File: config.mk
export PLATFORM = sky130hd
export DESIGN_NAME = reg_access_arbiter_flat
export DESIGN_NICKNAME = d
export VERILOG_FILES = /design/src/rtl/reg_access_arbiter_if.sv /design/src/rtl/reg_access_arbiter.sv /design/src/flat_wrapper.sv
export SDC_FILE = /design/constraint.sdc
export NUM_CORES = 1
export LEC_CHECK = 0
export CAP_MARGIN = 20
export CELL_PAD_IN_SITES_DETAIL_PLACEMENT = 0
export CELL_PAD_IN_SITES_GLOBAL_PLACEMENT = 1
export CORE_ASPECT_RATIO = 0.7
export CORE_MARGIN = 2
export CORE_UTILIZATION = 27
export DETAILED_ROUTE_END_ITERATION = 8
export PLACE_DENSITY = 0.82
export SETUP_SLACK_MARGIN = 0.2
export SLEW_MARGIN = 15
export SYNTH_ARGS = -nofsm -noshare
export SYNTH_HDL_FRONTEND = slang
export SYNTH_SLANG_ARGS = --single-unit
File: constraint.sdc
create_clock -name clk -period 1.8 [get_ports clk]
set_clock_uncertainty 0.05 [all_clocks]
set_input_delay 0.18 -clock clk [delete_from_list [all_inputs] [get_ports clk]]
set_output_delay 0.18 -clock clk [all_outputs]
set_load 0.02 [all_outputs]
File: src/rtl/reg_access_arbiter_if.sv
// Requester and register-array signal bundle for reg_access_arbiter.
// slave: the arbiter side. master: requesters plus the array model.
interface reg_access_arbiter_if #(
  parameter int ADDR_W = 3,
  parameter int DATA_W = 8
);
  logic              req0,   req1;
  logic              we0,    we1;
  logic              lock0,  lock1;
  logic [ADDR_W-1:0] addr0,  addr1;
  logic [DATA_W-1:0] wdata0, wdata1;
  logic              gnt0,   gnt1;
  logic              rvalid0, rvalid1;
  logic [DATA_W-1:0] rdata;
  logic              rf_en;
  logic              rf_we;
  logic [ADDR_W-1:0] rf_addr;
  logic [DATA_W-1:0] rf_wdata;
  logic [DATA_W-1:0] rf_rdata;

  modport slave (
    input  req0, req1, we0, we1, lock0, lock1, addr0, addr1, wdata0, wdata1, rf_rdata,
    output gnt0, gnt1, rvalid0, rvalid1, rdata, rf_en, rf_we, rf_addr, rf_wdata
  );

  modport master (
    output req0, req1, we0, we1, lock0, lock1, addr0, addr1, wdata0, wdata1, rf_rdata,
    input  gnt0, gnt1, rvalid0, rvalid1, rdata, rf_en, rf_we, rf_addr, rf_wdata
  );
endinterface

File: src/rtl/reg_access_arbiter.sv
// Two-requester round-robin arbiter/sequencer for a single-port register array.
// One command per IDLE->ISSUE(->RESP) pass; optional lock keeps ownership.
module reg_access_arbiter #(
  parameter int ADDR_W = 3,
  parameter int DATA_W = 8
) (
  input logic                  clk,
  input logic                  rst,
  input logic                  ena,
  reg_access_arbiter_if.slave  bus
);
  typedef enum logic [1:0] {IDLE, ISSUE, RESP} state_t;

  state_t            state_q;
  logic              last_q;      // requester granted most recently
  logic              lock_q;      // ownership retained
  logic              lock_own_q;  // which requester holds the lock
  logic              own_q;       // owner of the command in flight
  logic              lkc_q;       // lock request latched with the command
  logic              gnt0_q, gnt1_q, rv0_q, rv1_q;
  logic              rf_en_q, rf_we_q;
  logic [ADDR_W-1:0] rf_addr_q;
  logic [DATA_W-1:0] rf_wdata_q, rdata_q;

  logic own_req, own_lk, lock_eff, elig0, elig1, any_elig, win;

  // Lock stays effective only while its owner keeps both req and lock high;
  // otherwise both requesters compete in the same cycle.
  always_comb begin
    own_req  = lock_own_q ? bus.req1  : bus.req0;
    own_lk   = lock_own_q ? bus.lock1 : bus.lock0;
    lock_eff = lock_q & own_req & own_lk;
    elig0    = bus.req0 & (~lock_eff | ~lock_own_q);
    elig1    = bus.req1 & (~lock_eff |  lock_own_q);
    any_elig = elig0 | elig1;
    win      = (elig0 & elig1) ? ~last_q : elig1;
  end

  // Sequencer FSM with registered handshake and array outputs.
  always_ff @(posedge clk) begin
    if (rst) begin
      state_q    <= IDLE;
      last_q     <= 1'b1;
      lock_q     <= 1'b0;
      lock_own_q <= 1'b0;
      own_q      <= 1'b0;
      lkc_q      <= 1'b0;
      gnt0_q     <= 1'b0;
      gnt1_q     <= 1'b0;
      rv0_q      <= 1'b0;
      rv1_q      <= 1'b0;
      rf_en_q    <= 1'b0;
      rf_we_q    <= 1'b0;
      rf_addr_q  <= '0;
      rf_wdata_q <= '0;
      rdata_q    <= '0;
    end else begin
      // Pulses and array strobes last one cycle unless re-armed below.
      gnt0_q     <= 1'b0;
      gnt1_q     <= 1'b0;
      rv0_q      <= 1'b0;
      rv1_q      <= 1'b0;
      rf_en_q    <= 1'b0;
      rf_we_q    <= 1'b0;
      rf_addr_q  <= '0;
      rf_wdata_q <= '0;
      case (state_q)
        IDLE: begin
          if (!lock_eff) lock_q <= 1'b0;
          if (ena && any_elig) begin
            own_q      <= win;
            lkc_q      <= win ? bus.lock1 : bus.lock0;
            rf_en_q    <= 1'b1;
            rf_we_q    <= win ? bus.we1 : bus.we0;
            rf_addr_q  <= win ? bus.addr1 : bus.addr0;
            rf_wdata_q <= win ? bus.wdata1 : bus.wdata0;
            gnt0_q     <= ~win;
            gnt1_q     <= win;
            state_q    <= ISSUE;
          end
        end
        ISSUE: begin
          last_q     <= own_q;
          lock_q     <= lkc_q;
          lock_own_q <= own_q;
          state_q    <= rf_we_q ? IDLE : RESP;
        end
        RESP: begin
          // Array read data is valid the cycle after the strobe.
          rdata_q <= bus.rf_rdata;
          rv0_q   <= ~own_q;
          rv1_q   <= own_q;
          state_q <= IDLE;
        end
        default: state_q <= IDLE;
      endcase
    end
  end

  assign bus.gnt0     = gnt0_q;
  assign bus.gnt1     = gnt1_q;
  assign bus.rvalid0  = rv0_q;
  assign bus.rvalid1  = rv1_q;
  assign bus.rdata    = rdata_q;
  assign bus.rf_en    = rf_en_q;
  assign bus.rf_we    = rf_we_q;
  assign bus.rf_addr  = rf_addr_q;
  assign bus.rf_wdata = rf_wdata_q;
endmodule

File: src/flat_wrapper.sv
// flat-port wrapper written by rule: the top's interface ports become plain ports
module reg_access_arbiter_flat 
#(
  parameter int ADDR_W = 3,
  parameter int DATA_W = 8
)
  (clk, rst, ena, bus_req0, bus_req1, bus_we0, bus_we1, bus_lock0, bus_lock1, bus_addr0, bus_addr1, bus_wdata0, bus_wdata1, bus_rf_rdata, bus_gnt0, bus_gnt1, bus_rvalid0, bus_rvalid1, bus_rdata, bus_rf_en, bus_rf_we, bus_rf_addr, bus_rf_wdata);
  reg_access_arbiter_if #(.ADDR_W(ADDR_W), .DATA_W(DATA_W)) bus_i ();
  input logic clk;
  input logic rst;
  input logic ena;
  input wire logic [$bits(bus_i.req0)-1:0] bus_req0;
  input wire logic [$bits(bus_i.req1)-1:0] bus_req1;
  input wire logic [$bits(bus_i.we0)-1:0] bus_we0;
  input wire logic [$bits(bus_i.we1)-1:0] bus_we1;
  input wire logic [$bits(bus_i.lock0)-1:0] bus_lock0;
  input wire logic [$bits(bus_i.lock1)-1:0] bus_lock1;
  input wire logic [$bits(bus_i.addr0)-1:0] bus_addr0;
  input wire logic [$bits(bus_i.addr1)-1:0] bus_addr1;
  input wire logic [$bits(bus_i.wdata0)-1:0] bus_wdata0;
  input wire logic [$bits(bus_i.wdata1)-1:0] bus_wdata1;
  input wire logic [$bits(bus_i.rf_rdata)-1:0] bus_rf_rdata;
  output wire logic [$bits(bus_i.gnt0)-1:0] bus_gnt0;
  output wire logic [$bits(bus_i.gnt1)-1:0] bus_gnt1;
  output wire logic [$bits(bus_i.rvalid0)-1:0] bus_rvalid0;
  output wire logic [$bits(bus_i.rvalid1)-1:0] bus_rvalid1;
  output wire logic [$bits(bus_i.rdata)-1:0] bus_rdata;
  output wire logic [$bits(bus_i.rf_en)-1:0] bus_rf_en;
  output wire logic [$bits(bus_i.rf_we)-1:0] bus_rf_we;
  output wire logic [$bits(bus_i.rf_addr)-1:0] bus_rf_addr;
  output wire logic [$bits(bus_i.rf_wdata)-1:0] bus_rf_wdata;
  assign bus_i.req0 = bus_req0;
  assign bus_i.req1 = bus_req1;
  assign bus_i.we0 = bus_we0;
  assign bus_i.we1 = bus_we1;
  assign bus_i.lock0 = bus_lock0;
  assign bus_i.lock1 = bus_lock1;
  assign bus_i.addr0 = bus_addr0;
  assign bus_i.addr1 = bus_addr1;
  assign bus_i.wdata0 = bus_wdata0;
  assign bus_i.wdata1 = bus_wdata1;
  assign bus_i.rf_rdata = bus_rf_rdata;
  assign bus_gnt0 = bus_i.gnt0;
  assign bus_gnt1 = bus_i.gnt1;
  assign bus_rvalid0 = bus_i.rvalid0;
  assign bus_rvalid1 = bus_i.rvalid1;
  assign bus_rdata = bus_i.rdata;
  assign bus_rf_en = bus_i.rf_en;
  assign bus_rf_we = bus_i.rf_we;
  assign bus_rf_addr = bus_i.rf_addr;
  assign bus_rf_wdata = bus_i.rf_wdata;
  reg_access_arbiter #(.ADDR_W(ADDR_W), .DATA_W(DATA_W)) u_core (.clk(clk), .rst(rst), .ena(ena), .bus(bus_i));
endmodule
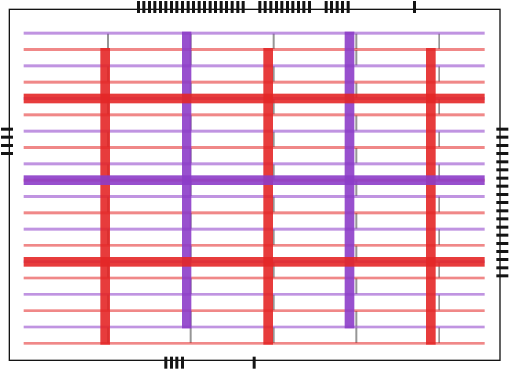
*Floorplan with the power grid*
Drawn at 6 px/um. Pins as bars on the die edge. Tap cells in grey.
Red shows VSS. Purple shows VDD.
3 straps on met5. 64 signal pins sit on the boundary. The core has 19 rows.

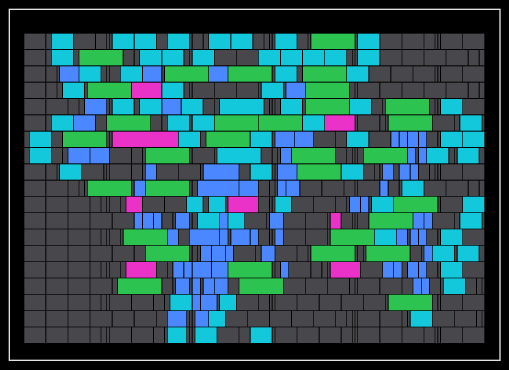
*Cell classes on the final placement*
Drawn at 6 px/um. Fill, decap, tap and diode cells in grey.
Blue shows combinational and other logic, cells 73. Green shows flops, cells 32. Cyan shows other buffers and delay cells, cells 71. Magenta shows clock drivers and dummy loads, cells 8.
design area: 1970 um2
core area: 3970 um2
Core Util, Final: 0.497

==> impl_metrics.tcl <==
# flow metrics
set metrics [dict create \
    die-area_um2 4750 \
    comb_share 0.221 \
    clock-sinks 32 \
    instances_no_fill 236 \
    dp_cells 228 \
    warnings 28 \
    cpPeakStageDelay_ns 0.53 \
    hold_end "u_core.bus.rdata[1]" \
    ys_types 24 \
    hold_violations 0 \
    preCtsSetupSlack_ns -0.209 \
    wl_met3_um 196 \
    power.total_uw 1660 \
    fin_nets 222 \
    r2r_slack_ns 0.20 \
    path_clk_slew_ns 0.07 \
    overflow 0 \
    area_growth_syn_to_layout_pct 73.8 \
    cts_tree "yes" \
    firstDrtPassIters 4 \
    synthArstFlopShare 0 \
    row_count 19 \
    grt_pass1_vias 1062 \
    fillers 348 \
    wl_per_cell_um 13.5 \
    syn_area_um2 1140 \
    lay_top_cells "clkdlybuf4s50_1, dfxtp_1, nand2_1, a21oi_1, a22o_1" \
    period_minus_slack_ns 1.62 \
    power_frac_seq 0.450 \
    synth-edff-count 0 \
    met1_length_mm 1.33 \
    ir_drop_uv 546 \
    fin_setup_tns_ns 0 \
    postSynthCellCount 112 \
    worstRegToRegCells 4 \
    met2_length_mm 1.59 \
    ys_sh_xor 0 \
    ff_type "dfxtp_1" \
    crit_family "simple AND/OR/NAND/NOR gates" \
    clockBufferDepth 2 \
    synthAdderAreaFrac 0 \
    synth.most_common_cell "dfxtp_1" \
    aoi_share 0.186 \
    setup_violations 0 \
    avgSynthCellArea_um2 10.1 \
    lay_top_count "clkdlybuf4s50_1" \
    initCoreUtil 0.286 \
    max_freq_mhz 618 \
    hold_depth 3 \
    path_cells "clkdlybuf4s50_1, nor2_1, or4b_4, nor3b_4, buf_12, a22o_1" \
    ys_cells 112 \
    numCtsBuffers 5 \
    cp-startpoint "bus_req1" \
    slew_headroom 0.622 \
    hp-start "bus_rf_rdata[1]" \
    top_cells_by_count "dfxtp_1, nand2_1, a21oi_1" \
    simple_gate_share 0.194 \
    clockNetworkAreaShare 0.0564 \
    tightestPinTransition_ns 0.565 \
    vias 1055 \
    top_logic_kind "simple AND/OR/NAND/NOR gates" \
    dp_hpwl_mm 2.53 \
    crit_slowest_cell "or4b_4" \
    p_sw_uw 371 \
    dieWidth_um 81.5 \
    pg_seq_uw 749 \
    n_clock_buffer 5 \
    area_dominant_class "non-clock buffers" \
    worst_ep_arrival_time_ns 1.80 \
    routed_wl_mm 3.19 \
    p_int_uw 1290 \
    viasPerCell 4.47 \
    hold_ws_ns 0.398 \
    logic_area_um2 435 \
    gr-usage-met2 0.241 \
    p_comb_uw 243 \
    dr.max_layer_used "met4" \
    grt.busiest_layer "met2" \
    crit_path_end "u_core.bus.rf_wdata[4]" \
    p_comb_frac 0.146 \
    r2r_end "u_core.bus.rf_wdata[4]" \
    route.detailed.drc 0 \
    rsz0062_at_grt "true" \
    use_met3 0.0467 \
    grt.total_usage 0.141 \
    antenna_found_initial 0 \
    cts_hold_buffers 0 \
    taps 52 \
    fp_nets 151 \
    powerDensity_nw_per_um2 843 \
    hold_class "in2reg" \
    drv_slew 0 \
    ys_ff 32 \
    sh_seq_area 0.324 \
    critPathCaptureType "flop" \
    finalWorstSetupSlack_ns 0.183 \
    status "complete, no violations" \
    met1_usage 0.150 \
    p_leak_uw 0.000740 \
    synth.area.top_cells "dfxtp_1, nand2_1, a22o_1, a21oi_1, buf_6" \
    antenna_cells 0 \
    swShare 0.223 \
    grt_pass1_wl_mm 4.86 \
    io-pin-count 64 \
    maxCapViolations 0 \
    die_y_um 58.3 \
    route.antenna.remaining_nets 0 \
    crit_cells 6 \
    crit_buf_inv 2 \
    synth_warnings 0 \
    gp_congestion 0.879 \
    layout-drive-gt1-share 0.125 \
    crit_path_max_fanout 13 \
]
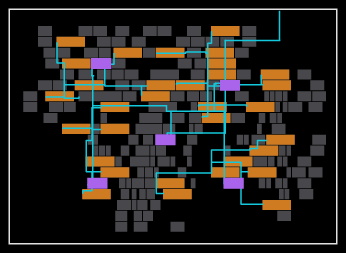
*Clock network drawn from the DEF*
Drawn at 4 px/um.
Cyan shows clock wires, length 407 um. Orange shows flip-flops, count 32. Purple shows clock drivers, count 5.
There are 6 routed clock nets.
clk latency late pin: 0.28 ns
clock group total power: 672 uW
Clock power frac: 0.404

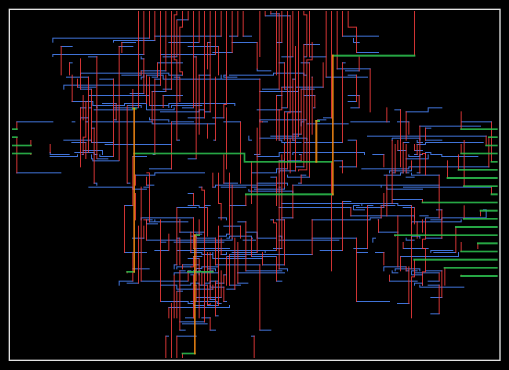
*Metal layers overlaid*
Drawn at 6 px/um.
Red shows metal 2, wire length 1590 um. Blue shows metal 1, wire length 1330 um. Orange shows metal 4, wire length 76.8 um. Green shows metal 3, wire length 197 um.

Power figures rest on the tool's default switching activity, not on a simulated workload.
